File: src/rtl/instr_sequencer.sv
// Program-memory instruction sequencer: issues up to DEPTH stored words in order
// over a valid/ready handshake and flags completion.
module instr_sequencer #(
  parameter int unsigned DEPTH  = 16,
  parameter int unsigned ADDR_W = 4,
  parameter int unsigned WIDTH  = 32
) (
  input  logic              clk,
  input  logic              rst,
  input  logic              load_en,
  input  logic [ADDR_W-1:0] load_addr,
  input  logic [WIDTH-1:0]  load_data,
  input  logic              start,
  input  logic [ADDR_W:0]   prog_len,
  input  logic              halt,
  output logic [WIDTH-1:0]  instr_out,
  output logic              instr_valid,
  input  logic              instr_ready,
  output logic [ADDR_W-1:0] pc_out,
  output logic              busy,
  output logic              done
);

  typedef enum logic [1:0] {
    IDLE,
    FETCH,
    ISSUE,
    DONE
  } state_t;

  localparam logic [ADDR_W:0]   DEPTH_L = (ADDR_W+1)'(DEPTH);
  localparam logic [ADDR_W:0]   LEN_ONE = (ADDR_W+1)'(1);
  localparam logic [ADDR_W-1:0] PC_ONE  = ADDR_W'(1);

  state_t              state_q;
  logic [ADDR_W-1:0]   pc_q;
  logic [ADDR_W:0]     len_q;
  logic [WIDTH-1:0]    instr_q;
  logic                valid_q;
  logic [ADDR_W-1:0]   pc_out_q;
  logic                busy_q;
  logic                done_q;

  logic [WIDTH-1:0]    mem [DEPTH];

  logic [ADDR_W:0]     len_d;
  logic                mem_we;
  logic                last_word;
  logic                handshake;

  always_comb begin
    len_d     = (prog_len > DEPTH_L) ? DEPTH_L : prog_len;
    // halt outranks every other input, including a program load
    mem_we    = load_en && !halt && ((state_q == IDLE) || (state_q == DONE));
    last_word = ({1'b0, pc_q} == (len_q - LEN_ONE));
    handshake = valid_q && instr_ready;
  end

  always_ff @(posedge clk) begin
    if (mem_we) begin
      mem[load_addr] <= load_data;
    end
  end

  always_ff @(posedge clk or posedge rst) begin
    if (rst) begin
      state_q  <= IDLE;
      pc_q     <= '0;
      len_q    <= '0;
      instr_q  <= '0;
      valid_q  <= 1'b0;
      pc_out_q <= '0;
      busy_q   <= 1'b0;
      done_q   <= 1'b0;
    end else if (halt) begin
      state_q  <= IDLE;
      pc_q     <= '0;
      valid_q  <= 1'b0;
      pc_out_q <= '0;
      busy_q   <= 1'b0;
      done_q   <= 1'b0;
    end else begin
      case (state_q)
        IDLE, DONE: begin
          if (start) begin
            len_q <= len_d;
            pc_q  <= '0;
            if (len_d == '0) begin
              state_q <= DONE;
              done_q  <= 1'b1;
              busy_q  <= 1'b0;
            end else begin
              state_q <= FETCH;
              done_q  <= 1'b0;
              busy_q  <= 1'b1;
            end
          end
        end
        FETCH: begin
          instr_q  <= mem[pc_q];
          pc_out_q <= pc_q;
          valid_q  <= 1'b1;
          state_q  <= ISSUE;
        end
        ISSUE: begin
          if (handshake) begin
            valid_q <= 1'b0;
            if (last_word) begin
              state_q <= DONE;
              done_q  <= 1'b1;
              busy_q  <= 1'b0;
            end else begin
              pc_q    <= pc_q + PC_ONE;
              state_q <= FETCH;
            end
          end
        end
        default: begin
          state_q <= IDLE;
          valid_q <= 1'b0;
          busy_q  <= 1'b0;
        end
      endcase
    end
  end

  assign instr_out   = instr_q;
  assign instr_valid = valid_q;
  assign pc_out      = pc_out_q;
  assign busy        = busy_q;
  assign done        = done_q;

endmodule

File: config.mk
export PLATFORM = sky130hd
export DESIGN_NAME = instr_sequencer
export DESIGN_NICKNAME = d
export VERILOG_FILES = /design/src/rtl/instr_sequencer.sv
export SDC_FILE = /design/constraint.sdc
export NUM_CORES = 1
export LEC_CHECK = 0
export CAP_MARGIN = 20
export CORE_MARGIN = 2
export CORE_UTILIZATION = 50
export DETAILED_ROUTE_END_ITERATION = 8
export PLACE_DENSITY = 0.68
export SYNTH_ARGS = -nofsm -noshare
export SYNTH_HDL_FRONTEND = slang
export SYNTH_SLANG_ARGS = --single-unit
File: constraint.sdc
create_clock -name clk -period 5.25 [get_ports clk]
set_input_delay 1.3125 -clock clk [delete_from_list [all_inputs] [get_ports clk]]
set_output_delay 1.3125 -clock clk [all_outputs]
set_load 0.01 [all_outputs]
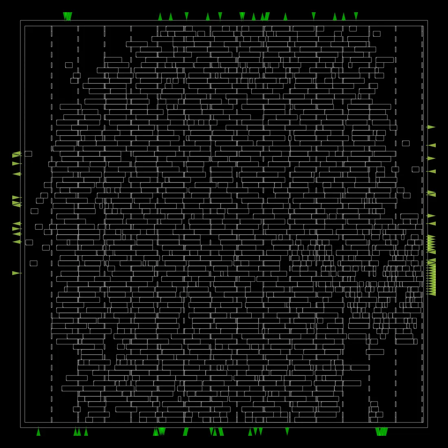
(run_1/placement.png)
Tapcells: 585
Seq area share: 66.18%
final core utilization: 58.49%
Finished Layout Cells: 1741
fill count: 3101

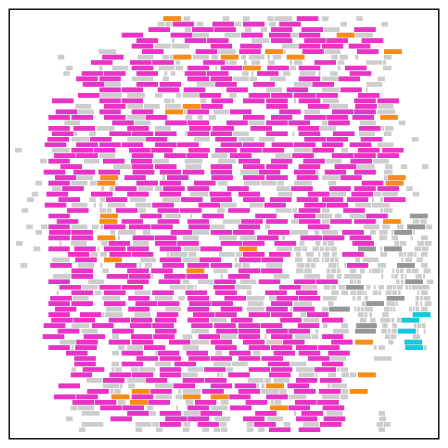
(run_1/flops_by_reg.png)
Other sequential cells in the stronger gray, the rest of the logic in the fainter gray.
netlist name	color	placed flops
instr_out	orange	32
mem	magenta	512
len_q	cyan	5
not colored	13

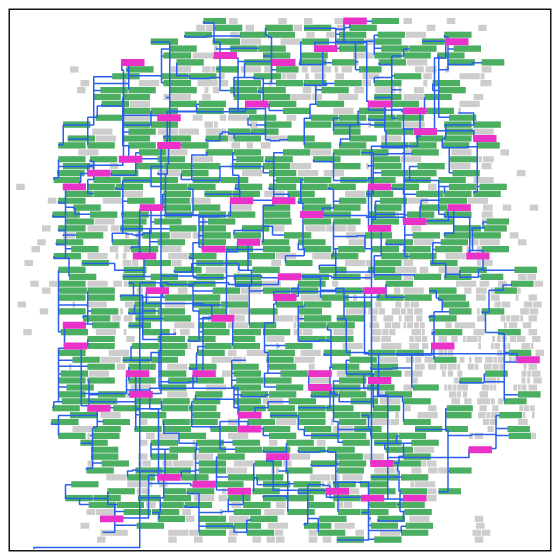
(run_1/clk_routes.png)
[flip-flops] green | count: 562
[clock drivers] magenta | count: 56
[clock wires] blue | length: 6250 um
routed clock nets	57
flops lie	widely spread

==> run 1: power breakdown <==
part	leakage (nW)	switching (mW)	internal, mW
Clock	0.846	1.61	2.20
Combinational	1.70	0.685	0.765
Sequential	5.24	0.189	5.10
==> run 1: state kept, by name (all words and copies together) (netlist names), 2 cells and up <==
name / flops
mem: 512
instr_out: 32
len_q: 5
pc_out: 4
pc_q: 4
state_q: 2
==> run 1: worst max-delay path, delay by kind of cell <==
family / cells / cell delay, ns
buf+inv: 2 / 0.99
simple gates: 3 / 1.32
==> run 1: cell families after synthesis <==
group,share of synthesized area [%]
compound gates,2.743
buf+inv,1.568
xor+xnor,0.2017
simple gates,1.983
mux,16.70
fa+ha+maj,0.2305
flops,76.58
==> flow_metrics.py, run 1 <==
# Flow results
metrics = {
    "layout": {
        "ff_latch_area_mm2": 0.01664,
        "n_clock_buffer": 87,
        "bufAreaShareNonClock_pct": 4.549,
        "inverters": 6,
        "drive_gt1_share_pct": 25.87,
        "final_cell_mix": "512 x edfxtp_1, 128 x mux4_2, 85 x clkdlybuf4s50_1, 57 x clkbuf_16, 47 x dfrtp_1",
        "syn2layout_area_growth_pct": 15.80,
        "diodes": 0,
    },
    "synth": {
        "yosys_most_used_dff": "edfxtp_1",
        "yosysMostFrequentCell": "edfxtp_1",
        "syn-cell-area_mm2": 0.02171,
        "synth_area_per_cell_um2": 21.89,
    },
    "run_status": {
        "status": "finished clean",
    },
    "final_timing": {
        "setup_viol_count_final": 0,
        "finalCritPeriodShare_pct": 63.72,
    },
    "floorplan": {
        "fp_util_pct": 50.51,
    },
    "clock_tree": {
        "cts_buffers": 56,
        "clockRootBuffer": "clkbuf_16",
        "clockBufferDepth": 3,
        "clk_pin_slew_ns": 0.06,
        "cts.repair.resized": 0,
        "htreeDepth": 2,
    },
    "worst_hold_path": {
        "min-delay-start": "instr_out[31]",
        "hold_end": "instr_out[31]",
    },
    "setup_path": {
        "r2r_start": "pc_q[0]",
        "worstPathArrival_ns": 3.66,
        "critical_path_peak_fanout": 19,
    },
    "global_route": {
        "antenna_found_initial": 0,
        "grt_pass1_wl_um": 68590,
    },
    "routing": {
        "wire_per_inst_um": 26.17,
    },
    "pwr": {
        "p_leak_nw": 7.789,
    },
}
==> run 2: changes to the inputs <==
- PLACE_DENSITY: 0.68 -> 0.7
- clock period: 5.25 -> 2.71 ns (I/O delays scaled with it)
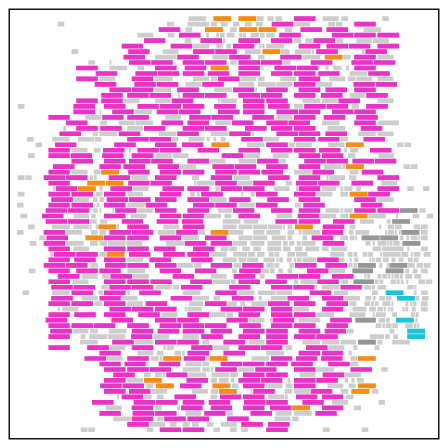
(run_2/flops_by_reg.png)
Other sequential cells in the stronger gray, the rest of the logic in the fainter gray.
netlist name	color	placed flops
mem	magenta	512
len_q	cyan	5
instr_out	orange	32
not colored	13

==> run 2 against run 1 <==
Non-clock buffer count increased by 37. Clock-buffer cell count decreased by 12. Synthesized cell count unchanged. Register-to-register slack got worse by 2.0 ns. Sequential power increased by 93%. Clock skew increased by 0.0039 ns. Largest power group unchanged.
==> flow_metrics.py, run 2 <==
# Flow results
metrics = {
    "pwr": {
        "clk-power_mw": 7.47,
        "seq_power_share_pct": 49.3,
        "p_leak_nw": 8.090,
        "pwr-share-comb_pct": 14.6,
        "switching_power_mw": 4.823,
    },
    "synth": {
        "synth_area_per_cell_um2": 21.89,
        "syn-cell-area_mm2": 0.02171,
    },
    "clock_tree": {
        "htreeDepth": 2,
        "clk_pin_slew_ns": 0.06,
        "clockRootBuffer": "clkbuf_16",
        "cts_buffers": 54,
        "cts.repair.resized": 0,
    },
    "final_timing": {
        "finalCritPeriodShare_pct": 86.59,
    },
    "setup_path": {
        "path_delay_family": "buffers and inverters",
        "r2r_start": "state_q[0]",
        "cp.depth": 1,
        "cp.buffers_inverters": 1,
    },
    "floorplan": {
        "fp_util_pct": 50.51,
        "nWellTaps": 585,
    },
    "run_status": {
        "status": "finished clean",
    },
    "layout": {
        "top_register": "mem",
        "fin_util_pct": 60.02,
        "diodes": 0,
        "largest_reg_flops": 512,
        "drive_gt1_share_pct": 28.63,
    },
    "routing": {
        "wire_per_inst_um": 24.82,
    },
    "global_route": {
        "antenna_found_initial": 1,
    },
}
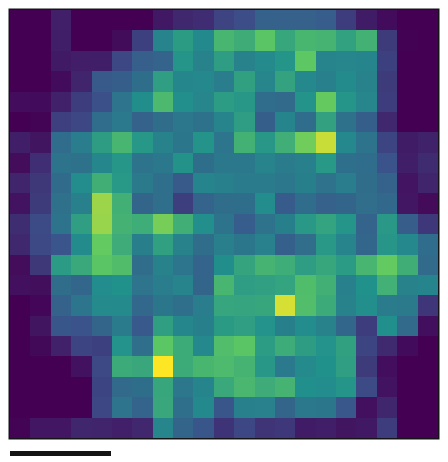
(run_2/metal_density.png)
Scale bar: 50 um. The die is cut into 21 by 21 equal tiles; dark purple is low, yellow is high, scaled to the fullest tile. Values are wire area over tile area, all layers added.
mean over tiles	0.16
densest ninth of the die	bottom center
fullest tile	0.46
tiles over half the peak	25%

-- run 2: netlist changes by cell type in the layout (fill, tap and decap cells not counted) --
cell / change
clkinv_4: -1
clkinvlp_4: +2
clkbuf_1: -12
bufinv_16: +2
inv_6: -2
nor3_4: +4
clkinv_1: +5
clkinv_2: +4
nor3_2: -4
buf_4: +12
buf_12: +25
-- run 2: cells by family after synthesis --
| family | synth area share [%] |
|---|---|
| AND-OR/OR-AND | 2.743 |
| multiplexers | 16.70 |
| buffers and inverters | 1.568 |
| AND/OR/NAND/NOR | 1.983 |
| adder cells (fa/ha/maj) | 0.2305 |
| XOR/XNOR | 0.2017 |
| flip-flops | 76.58 |
==> run 3: changes to the inputs <==
- ABC_AREA: unset -> 1
- CORE_UTILIZATION: 50 -> 65
- PLACE_DENSITY: 0.7 -> 0.84
- clock period: 2.71 -> 2.85 ns (I/O delays scaled with it)
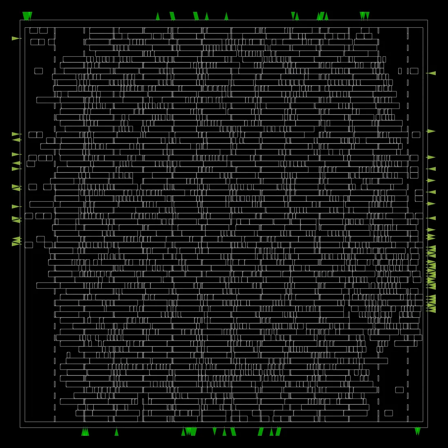
(run_3/placement.png)
Seq cells: 562
Tapcells: 455

==> run 3 against run 2 <==
Clock power is 8.7% lower. Via count increased by 54%. Critical endpoint is now instr_out[6]. Clock skew decreased by 0.0024 ns. Clock-buffer cell count down 11. Critical path type unchanged. Cell count grew 42%. Worst setup slack gained 0.12 ns. Final area rose by 1.6%. Routed wire length grew 36%.
==> flow_metrics.py, run 3 <==
# Flow results
metrics = {
    "clock_tree": {
        "clk_pin_slew_ns": 0.07,
        "htreeDepth": 2,
        "clockRootBuffer": "clkbuf_16",
        "clockBufferDepth": 3,
        "cts.repair.resized": 0,
    },
    "layout": {
        "fin_util_pct": 75.85,
        "bufAreaShareNonClock_pct": 6.685,
        "syn2layout_area_growth_pct": 14.99,
        "ff_latch_area_mm2": 0.01663,
        "sh_seq_area_pct": 63.49,
        "top_register": "mem",
        "n_clock_buffer": 64,
        "inverters": 46,
        "largest_reg_flops": 512,
        "drive_gt1_share_pct": 8.677,
        "diodes": 1,
    },
    "pwr": {
        "pwr-share-comb_pct": 16.8,
        "seq_power_share_pct": 48.7,
        "swShare_pct": 27.22,
        "p_comb_mw": 3.32,
        "maxPowerGroup": "sequential cells",
        "seq_power_mw": 9.64,
        "p_leak_nw": 9.539,
        "clk-power_mw": 6.82,
    },
    "run_status": {
        "status": "finished clean",
    },
    "synth": {
        "yosys_most_used_dff": "edfxtp_1",
        "yosysMostFrequentCell": "nand2_1",
        "synth_area_per_cell_um2": 11.84,
    },
    "setup_path": {
        "cp.depth": 1,
        "path_delay_family": "buffers and inverters",
        "cp.buffers_inverters": 1,
        "critical_path_peak_fanout": 2,
    },
    "final_timing": {
        "setup_viol_count_final": 0,
        "finalCritPeriodShare_pct": 83.07,
    },
}
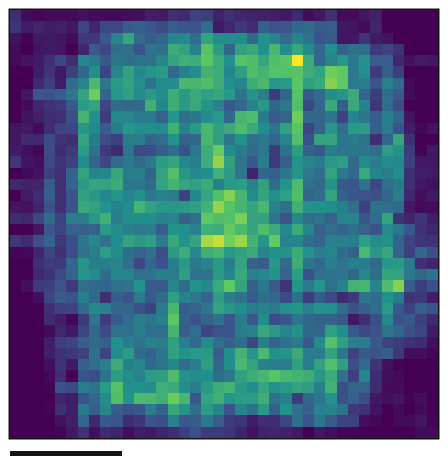
(run_3/metal_density.png)
Scale bar: 50 um. The die is cut into 38 by 38 equal tiles; dark purple is low, yellow is high, scaled to the fullest tile. Values are wire area over tile area, all layers added.
tiles over half the peak	24%
densest ninth of the die	center
fullest tile	0.86
mean over tiles	0.29
emptiest ninth of the die	lower left
nearly empty tiles	8.7%

## run 3: cell types whose count changed after synthesis, sizes merged, moves of 17 or more
cell    before  now
buf         38   95
mux2        33    0
o21ai       24   69
inv          6   46
nor2        27  101
nand2       14  641
o22ai        0   20
nand3        3  294
mux2i       37    0
a22oi       17    0
a21oi        7   51
a21boi       0   20
mux4       128    0
## run 3: per-layer routing
layer,up-vias,global-route usage [%],part of all wire [%]
met5,-,0,0
met4,0,13.52,3.3
met3,182,8.298,14
met2,1241,52.55,47
met1,7592,45.66,36
li1,6900,-,-
## run 3: cells by family (layout without fill, tap and decap cells)
family	Yosys count	after routing	share of synthesized area, %
and+or+nand+nor	1042	1042	18.96
DFF	562	562	72.97
AOI/OAI and AO/OA	162	162	3.932
buffers and inverters	155	293	3.921
adders and majority gates	4	4	0.2197
other	0	1	0
Power is estimated from default activity; no workload was simulated.
